==> config.mk <==
export PLATFORM = sky130hd
export DESIGN_NAME = status_event_monitor
export DESIGN_NICKNAME = d
export VERILOG_FILES = /design/src/rtl/status_event_monitor.sv
export SDC_FILE = /design/constraint.sdc
export NUM_CORES = 1
export LEC_CHECK = 0
export ABC_AREA = 1
export CORE_ASPECT_RATIO = 2
export CORE_MARGIN = 10
export CORE_UTILIZATION = 60
export CTS_BUF_LIST = sky130_fd_sc_hd__clkbuf_8
export DETAILED_ROUTE_END_ITERATION = 16
export MAX_ROUTING_LAYER = met4
export PLACE_DENSITY = 0.94
export SYNTH_ARGS = -nofsm -noshare
export SYNTH_HDL_FRONTEND = slang
export SYNTH_SLANG_ARGS = --single-unit
==> constraint.sdc <==
create_clock -name clk -period 3.2 [get_ports clk]
set_input_delay 0.64 -clock clk [delete_from_list [all_inputs] [get_ports clk]]
set_output_delay 0.64 -clock clk [all_outputs]
set_load 0.05 [all_outputs]
==> src/rtl/status_event_monitor.sv <==
// Status-change event monitor: queues {prev, curr} pairs whenever the status byte changes.
// Optional STATUS_MON_TIMESTAMP_EN adds a 16-bit cycle timestamp (evt_ts) per event.
module status_event_monitor #(
    parameter int unsigned DEPTH = 4
) (
    input  logic                         clk,
    input  logic                         rst,
    input  logic [7:0]                   status_in,
    output logic                         evt_valid,
    input  logic                         evt_ready,
    output logic [7:0]                   evt_prev,
    output logic [7:0]                   evt_curr,
    output logic [$clog2(DEPTH+1)-1:0]   pending,
    output logic                         overflow,
    input  logic                         clr_overflow,
    output logic                         game_over,
    output logic                         error
`ifdef STATUS_MON_TIMESTAMP_EN
    ,
    output logic [15:0]                  evt_ts
`endif
);

    localparam int unsigned CNT_W = $clog2(DEPTH + 1);
    localparam int unsigned PTR_W = $clog2(DEPTH);
    localparam int unsigned ST_W  = 8;
    localparam int unsigned TS_W  = 16;

`ifdef STATUS_MON_TIMESTAMP_EN
    typedef struct packed {
        logic [TS_W-1:0] ts;
        logic [ST_W-1:0] prev;
        logic [ST_W-1:0] curr;
    } evt_t;
`else
    typedef struct packed {
        logic [ST_W-1:0] prev;
        logic [ST_W-1:0] curr;
    } evt_t;
`endif

    logic [ST_W-1:0]  last_q, last_d;
    logic [PTR_W-1:0] wr_ptr_q, wr_ptr_d;
    logic [PTR_W-1:0] rd_ptr_q, rd_ptr_d;
    logic [CNT_W-1:0] pending_q, pending_d;
    logic             overflow_q, overflow_d;
    evt_t             mem_q [DEPTH];
    evt_t             entry;
    evt_t             head;
    logic             change, full, push, pop;

`ifdef STATUS_MON_TIMESTAMP_EN
    logic [TS_W-1:0]  ts_q, ts_d;
`endif

    // Push/pop decisions; a full FIFO still accepts a push when it pops in the same cycle
    always_comb begin
        change = (status_in != last_q);
        full   = (pending_q == CNT_W'(DEPTH));
        pop    = (pending_q != '0) && evt_ready;
        push   = change && (!full || pop);

        last_d   = status_in;
        wr_ptr_d = wr_ptr_q;
        rd_ptr_d = rd_ptr_q;
        pending_d = pending_q;

        if (push) begin
            wr_ptr_d = wr_ptr_q + PTR_W'(1);
        end
        if (pop) begin
            rd_ptr_d = rd_ptr_q + PTR_W'(1);
        end
        case ({push, pop})
            2'b10:   pending_d = pending_q + CNT_W'(1);
            2'b01:   pending_d = pending_q - CNT_W'(1);
            default: pending_d = pending_q;
        endcase

        // Set beats clear
        overflow_d = overflow_q;
        if (change && full && !pop) begin
            overflow_d = 1'b1;
        end else if (clr_overflow) begin
            overflow_d = 1'b0;
        end
    end

    always_comb begin
        entry      = '0;
        entry.prev = last_q;
        entry.curr = status_in;
`ifdef STATUS_MON_TIMESTAMP_EN
        entry.ts   = ts_q;
`endif
    end

`ifdef STATUS_MON_TIMESTAMP_EN
    always_comb begin
        ts_d = ts_q + TS_W'(1);
    end
`endif

    always_ff @(posedge clk or posedge rst) begin
        if (rst) begin
            last_q     <= '0;
            wr_ptr_q   <= '0;
            rd_ptr_q   <= '0;
            pending_q  <= '0;
            overflow_q <= 1'b0;
`ifdef STATUS_MON_TIMESTAMP_EN
            ts_q       <= '0;
`endif
        end else begin
            last_q     <= last_d;
            wr_ptr_q   <= wr_ptr_d;
            rd_ptr_q   <= rd_ptr_d;
            pending_q  <= pending_d;
            overflow_q <= overflow_d;
`ifdef STATUS_MON_TIMESTAMP_EN
            ts_q       <= ts_d;
`endif
        end
    end

    // Storage needs no reset: the head is masked whenever the FIFO is empty
    always_ff @(posedge clk) begin
        if (push) begin
            mem_q[wr_ptr_q] <= entry;
        end
    end

    always_comb begin
        head = '0;
        if (pending_q != '0) begin
            head = mem_q[rd_ptr_q];
        end
    end

    assign evt_valid = (pending_q != '0);
    assign evt_prev  = head.prev;
    assign evt_curr  = head.curr;
    assign pending   = pending_q;
    assign overflow  = overflow_q;
    assign game_over = last_q[0];
    assign error     = last_q[1];
`ifdef STATUS_MON_TIMESTAMP_EN
    assign evt_ts    = head.ts;
`endif

endmodule
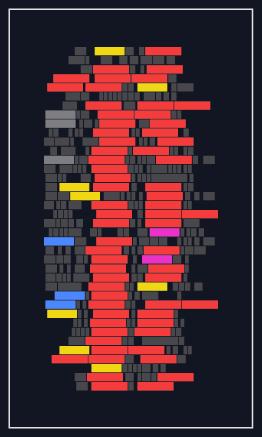
Fig. 1. Where the registers sit.
Other sequential cells in the stronger gray, the rest of the logic in the fainter gray.
color	name in the netlist	sequential cells
yellow	last_q	8
blue	pending	3
magenta	rd_ptr_q	2
red	mem_q	64

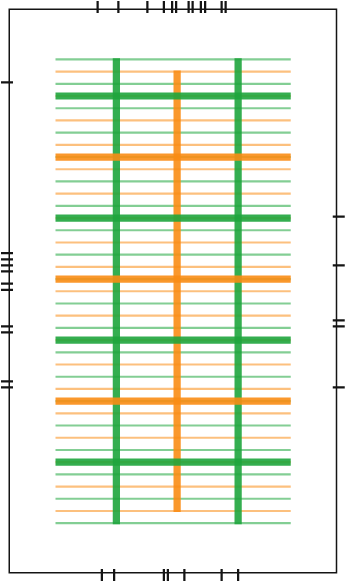
Fig. 2. PDN straps and rails.
Pins as bars on the die edge.
color	net
green	VSS
orange	VDD
met1 rails	39
signal pins	35
rows	38
met5 straps	7

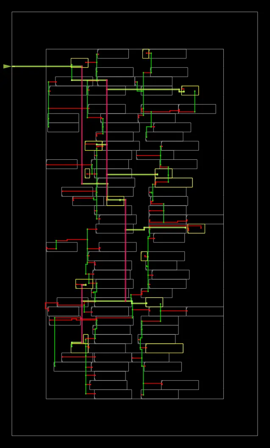
Fig. 3. Clock wiring as the flow saved it.
clock tree sinks: 80
Flop Count: 80
number of buffers added by the clock tree synthesis step: 9

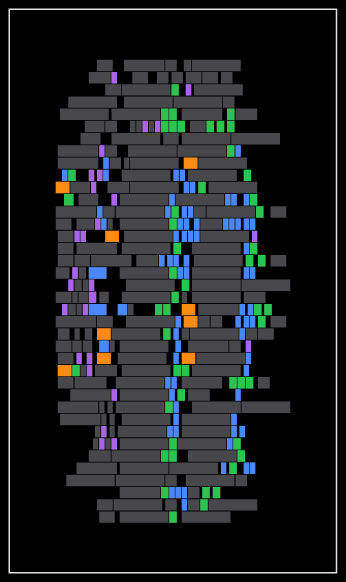
Fig. 4. Gate families picked out.
color	family	cells	most used
green	aoi and oai cells	51	o21ai_0
blue	nor cells	73	nor2_1
orange	xor and xnor cells	9	xnor2_1
purple	inv cells	27	inv_1
final standard cell count with taps included and fillers excluded: 393
proportion of cell area occupied by multi-input gates: 21.6%
most used logic cell in the final layout: sky130_fd_sc_hd__nor2_1

==> run_results.csv <==
group,metric,value,unit
cells_and_area,layout-drive-gt1-share,14.7,%
worst_setup_path,critPathMaxFanout,17,
sta,maxSlewHeadroom,52.3,%
logic_synthesis,synthesis.yosys.warnings,0,
run_status,result_of_the_run,"complete, no violations",
cells_and_area,layout.core_utilization,72.4,%
cells_and_area,area.share.sequential,59.2,%
cells_and_area,n_all_inverters,27,
cells_and_area,final_nets,346,
logic_synthesis,number_of_synthesized_flops_with_an_enable_pin,64,
clocking,cts-root-buf,"sky130_fd_sc_hd__clkbuf_8",
logic_synthesis,area_of_the_synthesized_netlist_per_yosys_stat,3320,µm²
clocking,worst_setup_hold_path_clk_slew,80,ps
cells_and_area,largest_reg_flops,64,
drt,topRoutingLayerUsed,"met4",
place,port_buffers,34,
global_route,grt_pass1_vias,2200,
logic_synthesis,synth_async_sr_flop_share,20.0,%
place,place_congestion,0.847,
sta,timing.clock.skew,11.3,ps
floorplanning,die_height,125,µm
worst max-delay path, cell delays in order (launching register included):
cell and delay [ps]:
sky130_fd_sc_hd__dfrtp_1 590, sky130_fd_sc_hd__inv_2 240, sky130_fd_sc_hd__nor2_1 160, sky130_fd_sc_hd__o21ai_0 90
sky130_fd_sc_hd__a21oi_1 140, sky130_fd_sc_hd__clkdlybuf4s50_1 820
repair_timing:
item                       in CTS  in global routing
resized                         1                  0
setup endpoints to repair       1                  0
hold endpoints to repair        0                  0
logic make-up (layout without fill, tap and decap cells):
logic type      count (synthesis)  count (layout)
simple gates                  103             103
flops                          80              80
compound gates                 51              51
buf+inv                        38              85
xor+xnor                        9               9
fa+ha+maj                       5               5
